===== config.mk =====
export PLATFORM = sky130hd
export DESIGN_NAME = c_mac_seq
export DESIGN_NICKNAME = d
export VERILOG_FILES = /design/src/rtl/c_mac_seq.sv
export SDC_FILE = /design/constraint.sdc
export NUM_CORES = 1
export LEC_CHECK = 0
export CORE_ASPECT_RATIO = 0.75
export CORE_MARGIN = 2
export CORE_UTILIZATION = 33
export DETAILED_ROUTE_END_ITERATION = 8
export GPL_TIMING_DRIVEN = 0
export SLEW_MARGIN = 20
export SYNTH_ARGS = -nofsm -noshare
export SYNTH_HDL_FRONTEND = slang
export SYNTH_SLANG_ARGS = --single-unit

===== constraint.sdc =====
create_clock -name clk -period 2.9 [get_ports clk]
set_clock_uncertainty 0.15 [all_clocks]
set_input_delay 0.435 -clock clk [delete_from_list [all_inputs] [get_ports clk]]
set_output_delay 0.435 -clock clk [all_outputs]
set_load 0.01 [all_outputs]

===== src/rtl/c_mac_seq.sv =====
// -----------------------------------------------------------------------------
// c_mac_seq
//
// Operand sequencer and result collector for the complex MAC (c_mac).
// Accepts a valid/ready stream of complex operand pairs and forms each group
// of TERMS accepted pairs into one dot product. The MAC sees a one-cycle
// mac_clear, then the registered operand beats with mac_en, and then the
// sequencer waits for the MAC to drain. The MAC's result is captured into a
// small FIFO that presents results downstream over valid/ready.
//
// A group only starts when the FIFO has a free slot, so a push can never
// land on a full FIFO. Because a new mac_clear requires passing through
// DRAIN, IDLE and CLEAR, the MAC pipeline is always empty when it is cleared.
// The MAC must share rst_n so that a reset mid-group leaves no stale product.
//
// Optional feature (macro C_MAC_SEQ_TIMEOUT_EN):
//   defined   - a drain watchdog counts DRAIN cycles. If no mac_result_valid
//               has arrived after LATENCY+2 cycles, err_timeout is set
//               (sticky until reset), the group is dropped without a push and
//               the FSM returns to IDLE.
//   undefined - DRAIN waits indefinitely; err_timeout is tied to 0.
//
// Parameters:
//   N       operand / result word width
//   Q       fraction bits (informational; no arithmetic is done here)
//   TERMS   pairs per group, must match the MAC's term count
//   LATENCY MAC cycles from mac_en to mac_result_valid
//   DEPTH   result FIFO entries (power of 2, >= 2)
//
// Ports:
//   clk, rst_n                      clock, asynchronous active-low reset
//   in_valid / in_ready             operand pair handshake
//   in_ar, in_ai, in_br, in_bi      signed operands a, b
//   mac_clear                       MAC accumulator/counter clear pulse
//   mac_en                          MAC operand valid
//   mac_ar, mac_ai, mac_br, mac_bi  registered operands to the MAC
//   mac_r_out, mac_i_out            MAC result
//   mac_result_valid                MAC result valid
//   out_valid / out_ready           result handshake (FIFO head)
//   out_r, out_i                    FIFO head result (0 when empty)
//   fifo_count                      FIFO occupancy
//   err_timeout                     sticky drain-timeout flag
// -----------------------------------------------------------------------------
module c_mac_seq #(
    parameter int N       = 16,
    parameter int Q       = 8,
    parameter int TERMS   = 4,
    parameter int LATENCY = 6,
    parameter int DEPTH   = 4
) (
    input  logic                       clk,
    input  logic                       rst_n,
    input  logic                       in_valid,
    output logic                       in_ready,
    input  logic [N-1:0]               in_ar,
    input  logic [N-1:0]               in_ai,
    input  logic [N-1:0]               in_br,
    input  logic [N-1:0]               in_bi,
    output logic                       mac_clear,
    output logic                       mac_en,
    output logic [N-1:0]               mac_ar,
    output logic [N-1:0]               mac_ai,
    output logic [N-1:0]               mac_br,
    output logic [N-1:0]               mac_bi,
    input  logic [N-1:0]               mac_r_out,
    input  logic [N-1:0]               mac_i_out,
    input  logic                       mac_result_valid,
    output logic                       out_valid,
    input  logic                       out_ready,
    output logic [N-1:0]               out_r,
    output logic [N-1:0]               out_i,
    output logic [$clog2(DEPTH):0]     fifo_count,
    output logic                       err_timeout
);

    localparam int AW = $clog2(DEPTH);
    localparam int CW = AW + 1;
    localparam int BW = (TERMS > 1) ? $clog2(TERMS) : 1;

    // Elaboration-time sanity check of the parameter set.
    if (TERMS < 1 || LATENCY < 1 || DEPTH < 2 || (DEPTH & (DEPTH - 1)) != 0
        || Q < 0 || Q >= N) begin : g_param_check
        $error("c_mac_seq: illegal parameter combination");
    end

    typedef enum logic [1:0] {
        S_IDLE,
        S_CLEAR,
        S_ISSUE,
        S_DRAIN
    } state_t;

    state_t          state;
    state_t          state_nx;
    logic [BW-1:0]   beat_cnt;
    logic            last_beat;
    logic            accept;
    logic            push;
    logic            pop;
    logic            timeout;

    logic [N-1:0]    mem_r [DEPTH];
    logic [N-1:0]    mem_i [DEPTH];
    logic [AW-1:0]   wr_ptr;
    logic [AW-1:0]   rd_ptr;
    logic [CW-1:0]   count;

    assign accept    = in_valid & in_ready;
    assign last_beat = (beat_cnt == BW'(TERMS - 1));

    // -------------------------------------------------------------------------
    // Drain watchdog
    // -------------------------------------------------------------------------
`ifdef C_MAC_SEQ_TIMEOUT_EN
    localparam int DW = $clog2(LATENCY + 2) + 1;

    logic [DW-1:0] drain_cnt;
    logic          err_q;

    // drain_cnt holds the number of DRAIN cycles already spent; a result that
    // arrives in the last allowed cycle still wins over the timeout.
    assign timeout = (state == S_DRAIN) && !mac_result_valid
                     && (drain_cnt == DW'(LATENCY + 1));

    always_ff @(posedge clk or negedge rst_n) begin
        if (!rst_n) begin
            drain_cnt <= '0;
            err_q     <= 1'b0;
        end else begin
            drain_cnt <= (state == S_DRAIN) ? drain_cnt + 1'b1 : '0;
            if (timeout) begin
                err_q <= 1'b1;
            end
        end
    end

    assign err_timeout = err_q;
`else
    assign timeout     = 1'b0;
    assign err_timeout = 1'b0;
`endif

    // -------------------------------------------------------------------------
    // FSM
    // -------------------------------------------------------------------------
    // NOTE: state elements use non-blocking (<=) so every flop samples the
    // pre-edge values of the others; blocking here would create order races.
    always_ff @(posedge clk or negedge rst_n) begin
        if (!rst_n) begin
            state <= S_IDLE;
        end else begin
            state <= state_nx;
        end
    end

    // NOTE: every output of this block is given a default first, so no path
    // leaves a variable unassigned and no latch is inferred.
    always_comb begin
        state_nx  = state;
        in_ready  = 1'b0;
        mac_clear = 1'b0;
        push      = 1'b0;
        unique case (state)
            S_IDLE: begin
                if (in_valid && (count < CW'(DEPTH))) begin
                    state_nx = S_CLEAR;
                end
            end
            S_CLEAR: begin
                mac_clear = 1'b1;
                state_nx  = S_ISSUE;
            end
            S_ISSUE: begin
                in_ready = 1'b1;
                // in_ready is 1 here, so in_valid alone marks an accept.
                if (in_valid && last_beat) begin
                    state_nx = S_DRAIN;
                end
            end
            S_DRAIN: begin
                if (mac_result_valid) begin
                    push     = 1'b1;
                    state_nx = S_IDLE;
                end else if (timeout) begin
                    state_nx = S_IDLE;
                end
            end
            default: state_nx = S_IDLE;
        endcase
    end

    // -------------------------------------------------------------------------
    // Beat counter and registered MAC operands
    // -------------------------------------------------------------------------
    always_ff @(posedge clk or negedge rst_n) begin
        if (!rst_n) begin
            beat_cnt <= '0;
            mac_en   <= 1'b0;
            mac_ar   <= '0;
            mac_ai   <= '0;
            mac_br   <= '0;
            mac_bi   <= '0;
        end else begin
            mac_en <= accept;
            if (state == S_CLEAR) begin
                beat_cnt <= '0;
            end else if (accept) begin
                beat_cnt <= last_beat ? '0 : beat_cnt + 1'b1;
            end
            if (accept) begin
                mac_ar <= in_ar;
                mac_ai <= in_ai;
                mac_br <= in_br;
                mac_bi <= in_bi;
            end
        end
    end

    // -------------------------------------------------------------------------
    // Result FIFO
    // -------------------------------------------------------------------------
    assign out_valid  = (count != '0);
    assign pop        = out_valid & out_ready;
    assign fifo_count = count;
    // The head is masked while empty so the outputs read 0 after reset even
    // though the storage itself is never cleared.
    assign out_r      = out_valid ? mem_r[rd_ptr] : '0;
    assign out_i      = out_valid ? mem_i[rd_ptr] : '0;

    // NOTE: the storage array has no reset; validity is tracked by count and
    // the pointers, so clearing the data would only add reset fan-out.
    always_ff @(posedge clk) begin
        if (push) begin
            mem_r[wr_ptr] <= mac_r_out;
            mem_i[wr_ptr] <= mac_i_out;
        end
    end

    always_ff @(posedge clk or negedge rst_n) begin
        if (!rst_n) begin
            wr_ptr <= '0;
            rd_ptr <= '0;
            count  <= '0;
        end else begin
            // Pointers wrap naturally because DEPTH is a power of two.
            if (push) begin
                wr_ptr <= wr_ptr + 1'b1;
            end
            if (pop) begin
                rd_ptr <= rd_ptr + 1'b1;
            end
            unique case ({push, pop})
                2'b10:   count <= count + 1'b1;
                2'b01:   count <= count - 1'b1;
                default: count <= count;
            endcase
        end
    end

endmodule


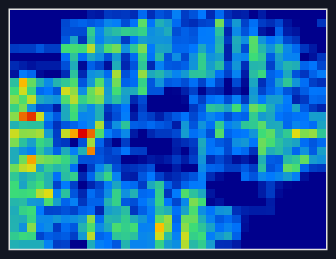
(signal metal coverage by tile)
The die is cut into 37 by 28 equal tiles; dark blue is low, red is high, scaled to the fullest tile. Values are wire area over tile area, all layers added.
The emptiest ninth of the die: bottom right. 9.7% of the tiles are over half the peak. The fullest tile reaches 0.48. The densest ninth of the die: left middle. The mean over all tiles is 0.12.
Routed wire per std cell: 18.7 µm
vias post-DR: 4484
global-route usage over all layers: 14.4%
total detailed-routing wirelength: 18100 µm

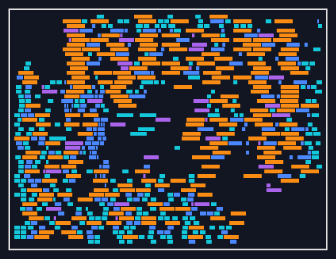
(cells coloured by class)
Key: orange = sequential cells [cells 204]; purple = clock drivers and dummy loads [cells 39]; cyan = remaining buffers and delay cells [cells 243]; blue = combinational and other logic [cells 178]

==> Flow_metrics.wiki <==
== Metrics ==
{| class="wikitable"
! Metric !! Value
|-
| Compound-cell area share of the yosys netlist || 0.362%
|-
| TritonCTS clock tree || done
|-
| Htree depth || 1
|-
| Final std cell area, no fill || 11400 µm²
|-
| Sequential cell power || 4.17 mW
|-
| Most area-hungry cell class in the final design || sequential cells
|-
| Grt met2 use || 24.5%
|-
| Setup_tns || 0 ps
|-
| Number of max-cap violations || 0
|-
| Drt drc || 0
|-
| Hold Slack || 208 ps
|-
| Routability congestion estimate from global placement || 0.732
|-
| Status || complete, no violations
|-
| Largest cells by area after synthesis || edfxtp_1 48%, dfrtp_1 24%, mux2_2 9.3%
|-
| Tightest slew margin relative to the limit || 64.5%
|-
| Number of cells in the finished layout apart from fillers || 970
|-
| Largest stage delay, worst path || 480 ps
|-
| Leading registers by flop count || mem_i (64), mem_r (64)
|-
| Cell type of the slowest stage on the worst timing path || mux4_2
|-
| Die height || 138 µm
|-
| Top-count cell post-synth || edfxtp_1
|-
| Count of clock-net buffers in the final layout || 31
|-
| HPWL Detailed || 12500 µm
|-
| Setup slack after placement || 215 ps
|-
| Critical path capture point || out_i[4]
|-
| Net Switching || 3.32 mW
|-
| CTS sink cnt || 204
|-
| Max Fclk || 359 MHz
|-
| Simple share || 3.70%
|-
| Ports || 205
|-
| Arrival time worst endpoint || 2200 ps
|-
| Min Clock Period, post-route || 2780 ps
|-
| Highest-power group || combinational logic
|-
| Flops after synth || 204
|}
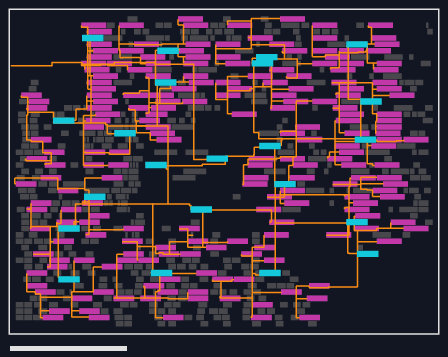
(clock network drawn from the DEF)
Bar = 50 µm.
Key: orange = clock wires [length 2530 µm]; magenta = flip-flops [count 204]; cyan = clock drivers [count 22]
Position of the flops: all over the die.
fraction of power consumed by the clock network: 23.5%
clock latency at the later pin of the worst-skew pair: 490 ps
Power Clock: 2.72 mW

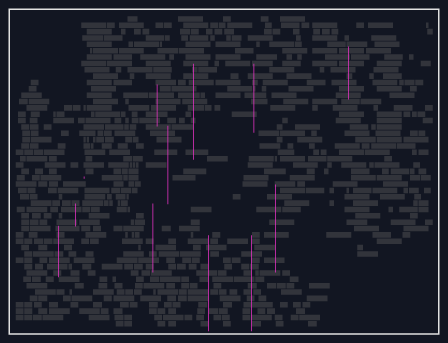
(M4 wires)
The layer holds 1.8% of the routed length. The wires run mostly vertical. The layer carries 324 µm of wire.

Power is estimated from default activity; no workload was simulated.
